`src/rtl/fft_twiddle_gen.sv`:
```
// Twiddle-factor sequencer for a radix-2 DIT FFT: walks stage/butterfly counters, addresses two
// external sine LUTs and registers W = cos - j*sin behind a valid/ready output stage.
module fft_twiddle_gen #(
  parameter int unsigned LOG2N   = 8,
  parameter int unsigned DW      = 16,
  parameter bit          INVERSE = 1'b0
) (
  input  logic                       clk_i,
  input  logic                       rst_ni,
  input  logic                       start_i,
  output logic                       busy_o,
  output logic                       done_o,
  output logic [LOG2N-1:0]           lut_idx_re_o,
  output logic [LOG2N-1:0]           lut_idx_im_o,
  input  logic [DW-1:0]              lut_re_i,
  input  logic [DW-1:0]              lut_im_i,
  output logic                       tw_valid_o,
  input  logic                       tw_ready_i,
  output logic [DW-1:0]              tw_re_o,
  output logic [DW-1:0]              tw_im_o,
  output logic [$clog2(LOG2N)-1:0]   tw_stage_o,
  output logic [LOG2N-2:0]           tw_bfly_o,
  output logic                       tw_last_o
);

  localparam int unsigned SW = $clog2(LOG2N);
  localparam int unsigned BW = LOG2N - 1;

  localparam logic [SW-1:0]    LastStage = SW'(LOG2N - 1);
  localparam logic [BW-1:0]    LastBfly  = '1;
  localparam logic [LOG2N-1:0] QuarterN  = {2'b01, {(LOG2N - 2){1'b0}}};
  localparam logic [LOG2N-1:0] HalfN     = {1'b1, {(LOG2N - 1){1'b0}}};

  typedef enum logic [1:0] {StIdle, StRun, StDrain} state_e;

  state_e          state_q, state_d;
  logic [SW-1:0]   stage_q, stage_d;
  logic [BW-1:0]   bfly_q, bfly_d;
  logic            done_q, done_d;

  logic            tw_valid_q;
  logic            tw_last_q;
  logic [DW-1:0]   tw_re_q, tw_im_q;
  logic [SW-1:0]   tw_stage_q;
  logic [BW-1:0]   tw_bfly_q;

  logic            ld;
  logic            accept;
  logic            at_final;
  logic [LOG2N-1:0] bfly_mask;
  logic [LOG2N-1:0] expo;
  logic [SW-1:0]   shamt;

  // Exponent keeps the low 'stage' bits of the butterfly index, scaled up to the N-point circle.
  always_comb begin
    bfly_mask = ~({LOG2N{1'b1}} << stage_q);
    shamt     = LastStage - stage_q;
    expo      = ({1'b0, bfly_q} & bfly_mask) << shamt;
  end

  // cos(x) = sin(x + N/4); -sin(x) = sin(x + N/2). Both wrap naturally in LOG2N bits.
  assign lut_idx_re_o = expo + QuarterN;
  assign lut_idx_im_o = INVERSE ? expo : (expo + HalfN);

  assign at_final = (stage_q == LastStage) && (bfly_q == LastBfly);
  assign ld       = (state_q == StRun) && (!tw_valid_q || tw_ready_i);
  assign accept   = tw_valid_q && tw_ready_i;

  always_comb begin
    state_d = state_q;
    stage_d = stage_q;
    bfly_d  = bfly_q;
    done_d  = 1'b0;

    unique case (state_q)
      StIdle: begin
        // A start coinciding with the done pulse is dropped.
        if (start_i && !done_q) begin
          state_d = StRun;
          stage_d = '0;
          bfly_d  = '0;
        end
      end
      StRun: begin
        if (ld && at_final) begin
          state_d = StDrain;
        end
      end
      StDrain: begin
        if (accept) begin
          state_d = StIdle;
          done_d  = 1'b1;
        end
      end
      default: state_d = StIdle;
    endcase

    if (ld) begin
      bfly_d = bfly_q + 1'b1;
      if (bfly_q == LastBfly) begin
        stage_d = at_final ? '0 : stage_q + 1'b1;
      end
    end
  end

  always_ff @(posedge clk_i or negedge rst_ni) begin
    if (!rst_ni) begin
      state_q <= StIdle;
      stage_q <= '0;
      bfly_q  <= '0;
      done_q  <= 1'b0;
    end else begin
      state_q <= state_d;
      stage_q <= stage_d;
      bfly_q  <= bfly_d;
      done_q  <= done_d;
    end
  end

  // Output stage: a load may coincide with an accept, in which case valid simply stays high.
  always_ff @(posedge clk_i or negedge rst_ni) begin
    if (!rst_ni) begin
      tw_valid_q <= 1'b0;
      tw_last_q  <= 1'b0;
      tw_re_q    <= '0;
      tw_im_q    <= '0;
      tw_stage_q <= '0;
      tw_bfly_q  <= '0;
    end else if (ld) begin
      tw_valid_q <= 1'b1;
      tw_last_q  <= at_final;
      tw_re_q    <= lut_re_i;
      tw_im_q    <= lut_im_i;
      tw_stage_q <= stage_q;
      tw_bfly_q  <= bfly_q;
    end else if (accept) begin
      tw_valid_q <= 1'b0;
    end
  end

  assign busy_o     = (state_q != StIdle);
  assign done_o     = done_q;
  assign tw_valid_o = tw_valid_q;
  assign tw_last_o  = tw_last_q;
  assign tw_re_o    = tw_re_q;
  assign tw_im_o    = tw_im_q;
  assign tw_stage_o = tw_stage_q;
  assign tw_bfly_o  = tw_bfly_q;

endmodule

```
`config.mk`:
```
export PLATFORM = sky130hd
export DESIGN_NAME = fft_twiddle_gen
export DESIGN_NICKNAME = d
export VERILOG_FILES = /design/src/rtl/fft_twiddle_gen.sv
export SDC_FILE = /design/constraint.sdc
export NUM_CORES = 1
export LEC_CHECK = 0
export CAP_MARGIN = 5
export CELL_PAD_IN_SITES_DETAIL_PLACEMENT = 1
export CELL_PAD_IN_SITES_GLOBAL_PLACEMENT = 1
export CORE_MARGIN = 3
export CORE_UTILIZATION = 25
export DETAILED_ROUTE_END_ITERATION = 16
export MAX_ROUTING_LAYER = met4
export PLACE_DENSITY = 0.64
export SYNTH_ARGS = -nofsm -noshare
export SYNTH_HDL_FRONTEND = slang
export SYNTH_SLANG_ARGS = --single-unit
```
`constraint.sdc`:
```
create_clock -name clk_i -period 4.29 [get_ports clk_i]
set_input_delay 0.858 -clock clk_i [delete_from_list [all_inputs] [get_ports clk_i]]
set_output_delay 0.858 -clock clk_i [all_outputs]
set_load 0.05 [all_outputs]
```
A small window of the routed layout:
Scale bar: 10 um. Region (40, 40) to (70, 70) um. Cells in gray, sequential cells in the stronger gray; small squares are vias.
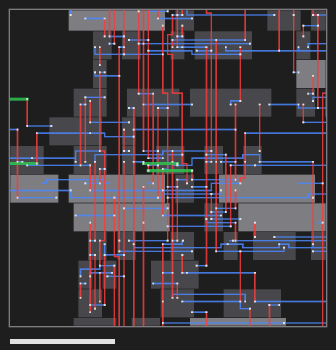
| layer | color |
|---|---|
| M3 | green |
| M2 | red |
| M1 | blue |
cells with their middle in the window: 40
sequential cells in the window: 6
most frequent: dfrtp_1 (6), o21ai_1 (5), nand2_1 (5)
netlist names of flops here include: bfly_q (4), tw_bfly_o (2)

Port wiring:
Scale bar: 20 um.
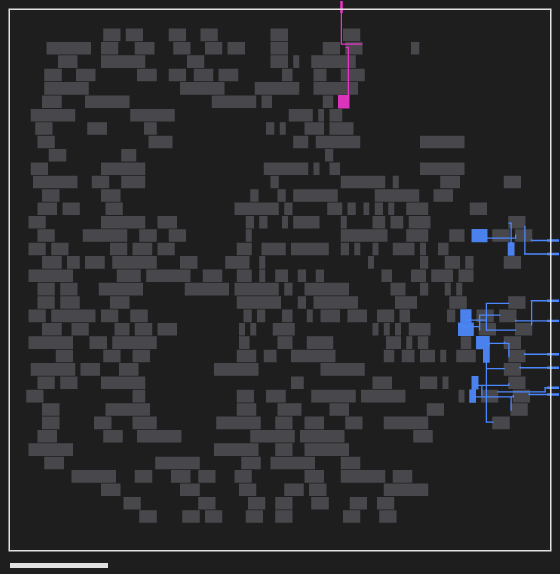
| port | color | bits | direction | end cells | wire |
|---|---|---|---|---|---|
| lut_idx_re_o | blue | 8 | output | 8 | 140 um |
| busy_o | magenta | 1 | output | 1 | 21.8 um |

Routed metal, one color a layer:
Two of the layers only.
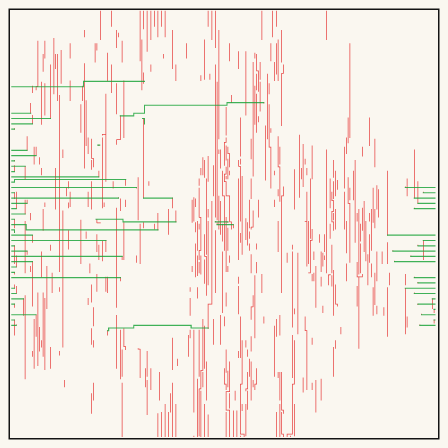
| layer | color | wire length |
|---|---|---|
| M2 | red | 3170 um |
| M3 | green | 557 um |
total detailed-routing wirelength: 6770 um
via count: 2039
post-DR wirelength/cell: 14.9 um

==> results.md <==
| Parameter | This run | Unit |
| --- | --- | --- |
| Worst path max stage delay | 810 | ps |
| FA/HA/MAJ Cells, Area Fraction | 0.0279 | - |
| Post-detailed-placement cell area | 0.00374 | mm2 |
| Drc violations | 0 | - |
| Dominant kind of cell | flip-flops and latches | - |
| Clock buffers created by TritonCTS | 9 | - |
| Max Clock Skew | 5.97 | ps |
| Register share of total power | 0.437 | - |
| Width of the die | 110 | um |
| P_sw | 498 | uW |
| Number of cells traversed by the worst hold path | 1 | - |
| CTS tree | done | - |
| H-tree levels | 3 | - |
| Met1 track demand over resource in global routing | 0.153 | - |
| Number of nets in the finished design | 354 | - |
| Setup repair after global routing missed its margin | no | - |
| Design area | 0.00392 | mm2 |
| Count of cells along the worst register-to-register path | 4 | - |
| Cell total in the yosys stat output | 218 | - |
| Reg-to-reg slack, setup | 1780 | ps |
| Cells taking the most area after synthesis | sky130_fd_sc_hd__dfrtp_1 53%, sky130_fd_sc_hd__mux2_1 18%, sky130_fd_sc_hd__buf_4 2.8% | - |
| Share of total power in combinational logic | 0.249 | - |
| Count of cells resized by post-cts repair | 0 | - |
| Max IR drop VDD | 0.193 | mV |
| Worst r2r dst | tw_im_o[9]$_DFFE_PN0P_ | - |
| Cell family with the largest share of critical-path delay | buffers and inverters | - |
| Critical path's most frequent cell | sky130_fd_sc_hd__ha_1 | - |
| Complex Gates by Area | 0.0799 | - |
| Top achievable clock speed | 255 | MHz |
| Worst hold path type | reg2reg | - |
| Most frequent cell after synthesis | sky130_fd_sc_hd__dfrtp_1 | - |
| Number of I/O port buffers | 97 | - |
| Row cnt | 37 | - |
| Worst hold path startpoint | tw_im_o[5]$_DFFE_PN0P_ | - |
| Max-slew headroom at the worst pin | 0.369 | - |
| Wl on met1 | 3010 | um |
| Global Route Usage Sum | 0.124 | - |
| Area growth from synthesis to final layout | 45.7 | % |
| Number of inverters outside the clock class in the layout | 8 | - |
| Power density over the cells | 366 | mW/mm2 |
| Internal power component | 939 | uW |
| Met2 Routed Length | 3170 | um |
| Number of max-cap violations | 0 | - |
| Cell with the biggest individual delay on the critical path | sky130_fd_sc_hd__clkdlybuf4s50_1 | - |
| Count of flip-flops and latches | 57 | - |
| Power in combinational cells | 358 | uW |
| Ordered cell list for the critical path | ha_1 -> inv_1 -> ha_1 -> or3b_2 -> a21oi_1 -> o21ai_2 -> xnor2_1 -> clkdlybuf4s50_1 | - |
| Floorplan core area | 0.0104 | mm2 |
| Netlist area before placement | 0.00269 | mm2 |
| Distinct cell type count after synthesis | 48 | - |
| Average footprint of a synthesized cell | 12.4 | um2 |
| Worst setup path category | reg2out | - |
| Reg clk slew, reported paths | 70 | ps |
| Detail Route met3 WL | 556 | um |
| Iteration tally of the first detailed-router pass | 6 | - |
| Switching portion of total power | 0.346 | - |
| Dominant flop cell | sky130_fd_sc_hd__dfrtp_1 | - |
| Fraction of registers with async set or reset after synthesis | 1.00 | - |
| Sequential logic power | 627 | uW |
| Number of inserted filler cells in the final layout | 1157 | - |
| Initial antenna violation count | 0 | - |
| Met3 Use GR | 0.0540 | - |
| Multiplexer area fraction after synthesis | 0.193 | - |
| Final Worst Setup Slack | 372 | ps |
| Area fraction in and, or, nand and nor cells | 0.108 | - |
| XOR/XNOR Area Share | 0.00651 | - |
| # hold bufs at CTS | 0 | - |
| Utilization after layout | 0.377 | - |
| Aggregate negative setup slack | 0 | ps |
| Most common logic cell in the routed design | sky130_fd_sc_hd__clkdlybuf4s50_1 | - |
| Clock root buffer master | sky130_fd_sc_hd__clkbuf_8 | - |
| Min Clock Period, post-route | 3920 | ps |
| #MultiIn Comb | 136 | - |
| Reg area | 0.00143 | mm2 |
| Register bit total from synthesis | 57 | - |
| Yosys warns | 0 | - |
| Late-Pin Clk Latency | 330 | ps |
| Worst-case setup slack after placement | 574 | ps |
| Largest area contributor in the synthesized netlist | sky130_fd_sc_hd__dfrtp_1 | - |
| Largest power group | sequential cells | - |
| Top cells by instance count after synthesis | 57 x sky130_fd_sc_hd__dfrtp_1, 43 x sky130_fd_sc_hd__mux2_1, 19 x sky130_fd_sc_hd__nand2_1 | - |
| Busiest layer in global routing | met2 | - |
| HPWL reported at the end of detailed placement | 4990 | um |
| Clock-net power | 451 | uW |
| Maximum net fanout on the critical path | 9 | - |
| Worst path bufs/invs | 2 | - |
| Crit end category | output port | - |
| Top-Level Pins | 98 | - |
| Highest metal layer with signal wires | met4 | - |
| Met2 Resource Use GR | 0.184 | - |
| Proportion of cell area occupied by multi-input gates | 0.287 | - |
| CP Depth | 8 | - |
| Tap cells | 136 | - |
| Initial DRC Count | 45 | - |
| Leading cell types in the layout, fill and taps excluded | 96 x sky130_fd_sc_hd__clkdlybuf4s50_1, 56 x sky130_fd_sc_hd__dfrtp_1, 43 x sky130_fd_sc_hd__mux2_1, 19 x sky130_fd_sc_hd__nand2_1 | - |
| Leakage power of the design | 1.60 | nW |
| Warning total across the stage logs | 29 | - |
| Clock share of power | 0.314 | - |
| Flip-flop and latch share of the layout cell area | 0.364 | - |
| Overall die height | 110 | um |
| Outcome | completed | - |
| CTS sink cnt | 57 | - |
| Capture point of the worst path | lut_idx_re_o[7] | - |
| Reg-to-reg startpoint | state_q[1]$_DFFE_PN0P_ | - |
| Maximum number of pins on one net before global-route repair | 37 | - |
| CP arrival | 3060 | ps |
| Dominant combinational family | multiplexers | - |
| ClkCell Share | 0.0463 | - |
Power figures rest on the tool's default switching activity, not on a simulated workload.
